`config.mk`:
```
export PLATFORM = sky130hd
export DESIGN_NAME = tea_block_packer
export DESIGN_NICKNAME = d
export VERILOG_FILES = /design/src/rtl/tea_block_packer.sv
export SDC_FILE = /design/constraint.sdc
export NUM_CORES = 1
export LEC_CHECK = 0
export CAP_MARGIN = 20
export CELL_PAD_IN_SITES_DETAIL_PLACEMENT = 1
export CELL_PAD_IN_SITES_GLOBAL_PLACEMENT = 1
export CORE_UTILIZATION = 39
export CTS_CLUSTER_SIZE = 25
export DETAILED_ROUTE_END_ITERATION = 16
export HOLD_SLACK_MARGIN = 0.02
export PLACE_DENSITY = 0.93
export SLEW_MARGIN = 20
export SYNTH_ARGS = -nofsm -noshare
export SYNTH_HDL_FRONTEND = slang
export SYNTH_SLANG_ARGS = --single-unit
```
`constraint.sdc`:
```
create_clock -name i_clk -period 4.15 [get_ports i_clk]
set_input_delay 0.83 -clock i_clk [delete_from_list [all_inputs] [get_ports i_clk]]
set_output_delay 0.83 -clock i_clk [all_outputs]
set_load 0.01 [all_outputs]
```
`src/rtl/tea_block_packer.sv`:
```
`timescale 1ns/1ps
`default_nettype none
// ============================================================================
//  Module   : tea_block_packer
//  Purpose  : Packs an 8-bit AXI-Stream message into 64-bit big-endian
//             plaintext blocks for the TEA core, padding the final partial
//             block of each message.
//  Options  : TEA_PACK_PKCS7_EN - PKCS#7 padding (pad value = pad count,
//             plus an extra 0x08 block for messages ending on a boundary).
//             Undefined: pad with PAD_BYTE, no extra block.
//  Revision : 1.0 - initial release
// ============================================================================
module tea_block_packer #(
    parameter int         CNT_W    = 16,
    parameter logic [7:0] PAD_BYTE = 8'h00
) (
    input  logic             i_clk,
    input  logic             i_rst,
    input  logic             i_axis_valid_s,
    output logic             o_axis_ready_s,
    input  logic [7:0]       i_axis_data_s,
    input  logic             i_axis_last_s,
    output logic             o_axis_valid_m,
    input  logic             i_axis_ready_m,
    output logic [63:0]      o_axis_data_m,
    output logic             o_axis_last_m,
    output logic             o_busy,
    output logic [CNT_W-1:0] o_block_count
);

`ifdef TEA_PACK_PKCS7_EN
    typedef enum logic [1:0] {
        ST_FILL = 2'd0,
        ST_PAD  = 2'd1,
        ST_OUT  = 2'd2,
        ST_XPAD = 2'd3
    } state_t;
`else
    typedef enum logic [1:0] {
        ST_FILL = 2'd0,
        ST_PAD  = 2'd1,
        ST_OUT  = 2'd2
    } state_t;
`endif

    localparam logic [63:0] c_xpad_block = 64'h0808080808080808;

    state_t            r_state;
    logic [2:0]        r_byte_cnt;
    logic              r_ready;
    logic              r_valid;
    logic [63:0]       r_data;
    logic              r_last;
    logic [CNT_W-1:0]  r_count;
    logic [7:0]        w_pad_byte;

`ifdef TEA_PACK_PKCS7_EN
    logic              r_xpad;

    // In PAD, byte_cnt holds the number of filled lanes, so the pad count
    // (8 - byte_cnt) is simply its 3-bit negation.
    always_comb begin
        w_pad_byte = {5'd0, 3'd0 - r_byte_cnt};
    end
`else
    // Fixed fill byte when PKCS#7 is not built.
    always_comb begin
        w_pad_byte = PAD_BYTE;
    end
`endif

    // Packing state machine: byte capture, padding, and block hand-off.
    always_ff @(posedge i_clk) begin
        if (i_rst) begin
            r_state    <= ST_FILL;
            r_byte_cnt <= 3'd0;
            r_ready    <= 1'b0;
            r_valid    <= 1'b0;
            r_data     <= 64'd0;
            r_last     <= 1'b0;
            r_count    <= '0;
`ifdef TEA_PACK_PKCS7_EN
            r_xpad     <= 1'b0;
`endif
        end else begin
            case (r_state)
                ST_FILL: begin
                    r_ready <= 1'b1;
                    if (i_axis_valid_s && r_ready) begin
                        // First byte of a block lands in the top lane.
                        for (int i = 0; i < 8; i++) begin
                            if (r_byte_cnt == 3'(i)) begin
                                r_data[63-8*i -: 8] <= i_axis_data_s;
                            end
                        end
                        if (r_byte_cnt == 3'd7) begin
                            r_byte_cnt <= 3'd0;
                            r_state    <= ST_OUT;
                            r_valid    <= 1'b1;
                            r_ready    <= 1'b0;
`ifdef TEA_PACK_PKCS7_EN
                            // A boundary-aligned message still owes a pad block,
                            // which then carries the last flag instead.
                            r_last     <= 1'b0;
                            r_xpad     <= i_axis_last_s;
`else
                            r_last     <= i_axis_last_s;
`endif
                        end else if (i_axis_last_s) begin
                            r_byte_cnt <= r_byte_cnt + 3'd1;
                            r_state    <= ST_PAD;
                            r_last     <= 1'b1;
                            r_ready    <= 1'b0;
                        end else begin
                            r_byte_cnt <= r_byte_cnt + 3'd1;
                        end
                    end
                end
                ST_PAD: begin
                    // Every lane at or beyond the fill count gets the pad value.
                    for (int i = 0; i < 8; i++) begin
                        if (3'(i) >= r_byte_cnt) begin
                            r_data[63-8*i -: 8] <= w_pad_byte;
                        end
                    end
                    r_byte_cnt <= 3'd0;
                    r_state    <= ST_OUT;
                    r_valid    <= 1'b1;
                end
                ST_OUT: begin
                    if (r_valid && i_axis_ready_m) begin
                        r_valid <= 1'b0;
                        r_count <= r_count + CNT_W'(1);
`ifdef TEA_PACK_PKCS7_EN
                        if (r_xpad) begin
                            r_xpad  <= 1'b0;
                            r_state <= ST_XPAD;
                        end else begin
                            r_state <= ST_FILL;
                            r_ready <= 1'b1;
                        end
`else
                        r_state <= ST_FILL;
                        r_ready <= 1'b1;
`endif
                    end
                end
`ifdef TEA_PACK_PKCS7_EN
                ST_XPAD: begin
                    r_data  <= c_xpad_block;
                    r_last  <= 1'b1;
                    r_valid <= 1'b1;
                    r_state <= ST_OUT;
                end
`endif
                default: begin
                    r_state <= ST_FILL;
                end
            endcase
        end
    end

    assign o_axis_ready_s = r_ready;
    assign o_axis_valid_m = r_valid;
    assign o_axis_data_m  = r_data;
    assign o_axis_last_m  = r_last;
    assign o_block_count  = r_count;
    assign o_busy         = (r_state != ST_FILL) || (r_byte_cnt != 3'd0);

endmodule
`default_nettype wire

```
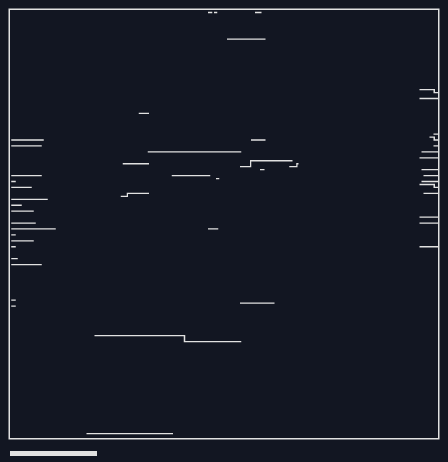
m3.png
Scale bar: 20 um.
share of all routed wire: 2.5%
wire length on this layer: 258 um
longest straight run: 21.2 um
main direction: horizontal

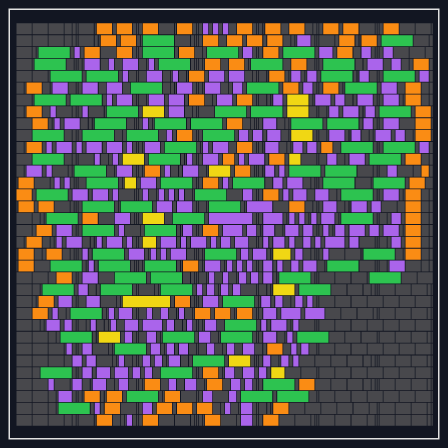
class_map.png
Fill, decap, tap and diode cells in grey.
[clock drivers and dummy loads] yellow | cells: 16 | share of their area: 4.5%
[remaining buffers and delay cells] orange | cells: 98 | share of their area: 21%
[remaining logic cells] purple | cells: 262 | share of their area: 38%
[registers] green | cells: 88 | share of their area: 37%

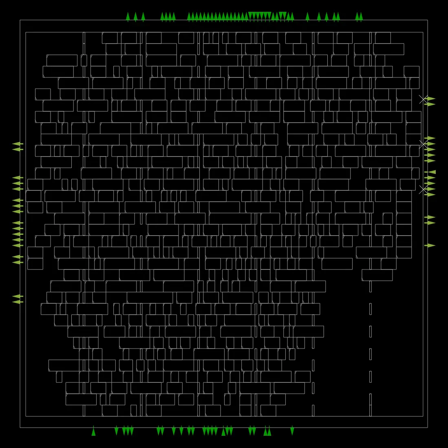
placed.png
number of standard-cell rows in the floorplan: 34
flop count: 88

==> notes.md <==
Main metrics from the flow reports.

The met3 wire length is 258 um. The worst-path maximum fanout is 19. The core outline area is 8848 um2. In the synthesis report, Yosys lists the chip area as 3606 um2. Entering global routing, the biggest net connects 51 pins.

The final clock period utilization by the worst path is 0.6704. The number of hold violations in the final report came out at 0. After technology mapping, the gate count stands at 370. The routed via count came out at 3020. Looking at the max-slew report, the worst-margin pin has a slew of 1017 ps. The multiplexer share of the synthesized area came out at 0.1554.

The classification of the worst-slack hold path is flip-flop to flip-flop. The number of max-cap violations is 0. The worst reg2reg path depth is 4. The routability congestion estimate from global placement came out at 0.8262. The global-route usage over all layers is 0.2212.

The worst slack after detailed placement came out at 1184 ps. After the flow finishes, the layout carries non-filler instances totaling 572. The register-to-register setup slack came out at 1730 ps.

The sum of negative setup slack came out at 0 ps. The post-synthesis register bit count came out at 88. According to the report, the first pass of detailed routing completed in 10 iterations. The timing-limited maximum frequency came out at 0.3595 GHz. In this run, the synthesized area fraction spent on xor and xnor cells is recorded as 0.01943. The category of cells accounting for the largest share of critical-path delay is flip-flops.

The final max-slew violation count recorded for this run is 0. The number of buffer and inverter stages on the critical path came out at 1. The worst setup path is captured at a primary output. The overall routed net length is 10320 um. The warning tally printed by Yosys for this design is 0. The last timing report of the flow puts the setup violation total at 0. The maximum level of the CTS H-tree is 3. After the first detailed-routing iteration, the DRC count stood at 96. The layout report lists the combined flip-flop and latch area as 1762 um2.

The die width is 98.16 um. For the worst min-delay path, the startpoint reported by OpenROAD is o_axis_last_m. The number of design rule violations left after detail routing is 3. The average instance in the mapped netlist occupies 9.746 um2. The leakage power figure is 1.825 nW. Of the total synthesized cell area, the portion taken by AND-OR and OR-AND cells is 0.08952.

The worst register-to-register path begins at r_state[0]. The share of synthesized area in the top cell type comes to 0.4885. The final instance area is 4850 um2. The number of antenna violations at the first check in global routing was 0.

The clock insertion delay at the later pin of the skew report is 370 ps. TritonCTS created 9 clock buffers. The dominant kind of combinational cell is simple AND/OR/NAND/NOR gates.

In this run the most used layer during global routing was met2. The floorplan die height is 98.16 um. The buffer_ports step reported a buffer count of 96. The count of hold-fix buffers inserted at cts is 0. The total of fill cells in the finished design came out at 985. The post-detailed-placement cell area came out at 4638 um2.

The detailed-placement wirelength estimate is 7211 um. The type of the worst setup path is flip-flop to primary output. The final reports fail on DRC. The overall die area came out at 9634 um2. After detailed routing, no signal wire sits above met4. The run finished, with violations left. The remaining global-route overflow came out at 0.

Dividing total power by cell area gives a power density of 342.7 nW/um2. The initial utilization of the core area, before any placement, comes to 0.4075. The post-cts repair resize count came out at 0. The number of nets in the layout came out at 477.

Setup repair after global routing left no endpoint under its margin.
## registers in the layout (all words and copies together), names as in the netlist
| signal | count |
|---|---|
| o_axis_data_m | 64 |
| o_block_count | 16 |
| r_byte_cnt | 3 |
| o_axis_ready_s | 1 |
| o_axis_valid_m | 1 |
| r_state | 2 |
| o_axis_last_m | 1 |
## through the flow
stage	util	hold WS (ps)
detailed placement	0.5242	462.0
global route	0.5481	483.8
CTS	0.5481	472.3
global placement	0.5242	447.9
floorplan	-	480.5
finish	0.5481	465.9
## synth_stat cells (all sizes together)
master / number
a2111oi: 1
a21oi: 16
a22o: 8
a31oi: 1
a41oi: 1
and2: 12
and3: 1
and4: 1
and4b: 1
buf: 4
clkbuf: 16
dfxtp: 88
ha: 5
inv: 6
mux2i: 56
nand2: 17
nand2b: 25
nand3: 4
nand4: 9
nand4b: 1
nor2: 55
nor3: 3
nor3b: 1
nor4: 2
nor4bb: 1
o2111ai: 1
o21ai: 9
o21bai: 1
o22ai: 1
o31a: 1
o31ai: 4
o32ai: 1
or3: 4
or3b: 1
or4: 4
xnor2: 1
xor2: 7
## final cells by class
class                           count  share of cell area
Multi-Input combinational cell    256              0.3604
Sequential cell                    88              0.3633
Inverter                            6            0.004644
Tap cell                          108             0.02786
Timing Repair Buffer               98              0.2002
Clock inverter                      6             0.01522
Clock buffer                       10             0.02838
## worst max-delay path by stage
stage,start,cells after the start,to,slack [ps]
finish,r_state[1],3,o_busy,1370
global route,r_state[1],3,o_busy,1250
CTS,r_state[1],3,o_busy,1370
detailed placement,i_axis_valid_s,5,o_axis_data_m[13],1180
global placement,i_axis_valid_s,5,o_axis_data_m[14],1240
floorplan,i_axis_valid_s,4,o_axis_data_m[48],2000
## tightest hold or removal path, delay by kind of cell (launching register included)
kind               cells  cell delay [ps]
DFF                    1              320
AOI/OAI and AO/OA      1               60
and+or+nand+nor        1               50
## cell usage in the layout (no fill, tap or decap), types with 2 or more instances in the layout
master / count
sky130_fd_sc_hd__and2_0: 8
sky130_fd_sc_hd__inv_6: 2
sky130_fd_sc_hd__mux2i_1: 56
sky130_fd_sc_hd__buf_4: 2
sky130_fd_sc_hd__o21ai_0: 8
sky130_fd_sc_hd__clkinvlp_4: 2
sky130_fd_sc_hd__clkbuf_8: 10
sky130_fd_sc_hd__nor3_1: 2
sky130_fd_sc_hd__a21oi_1: 15
sky130_fd_sc_hd__o31ai_1: 4
sky130_fd_sc_hd__nand2_1: 17
sky130_fd_sc_hd__nand2b_1: 25
sky130_fd_sc_hd__inv_1: 6
sky130_fd_sc_hd__a22o_1: 8
sky130_fd_sc_hd__or3_1: 4
sky130_fd_sc_hd__dfxtp_1: 88
sky130_fd_sc_hd__and2_1: 4
sky130_fd_sc_hd__xor2_1: 7
sky130_fd_sc_hd__ha_1: 5
sky130_fd_sc_hd__clkdlybuf4s50_1: 95
sky130_fd_sc_hd__nand3_1: 4
sky130_fd_sc_hd__nor2_1: 55
sky130_fd_sc_hd__or4_1: 4
sky130_fd_sc_hd__nand4_1: 9
## power breakdown
part	internal (W)	total (W)	switching (W)
logic	0.0000699	0.000152	0.0000820
registers	0.000860	0.000875	0.0000147
clock network	0.000303	0.000635	0.000332
No activity file was given, so power comes from the tool's default toggle rates.
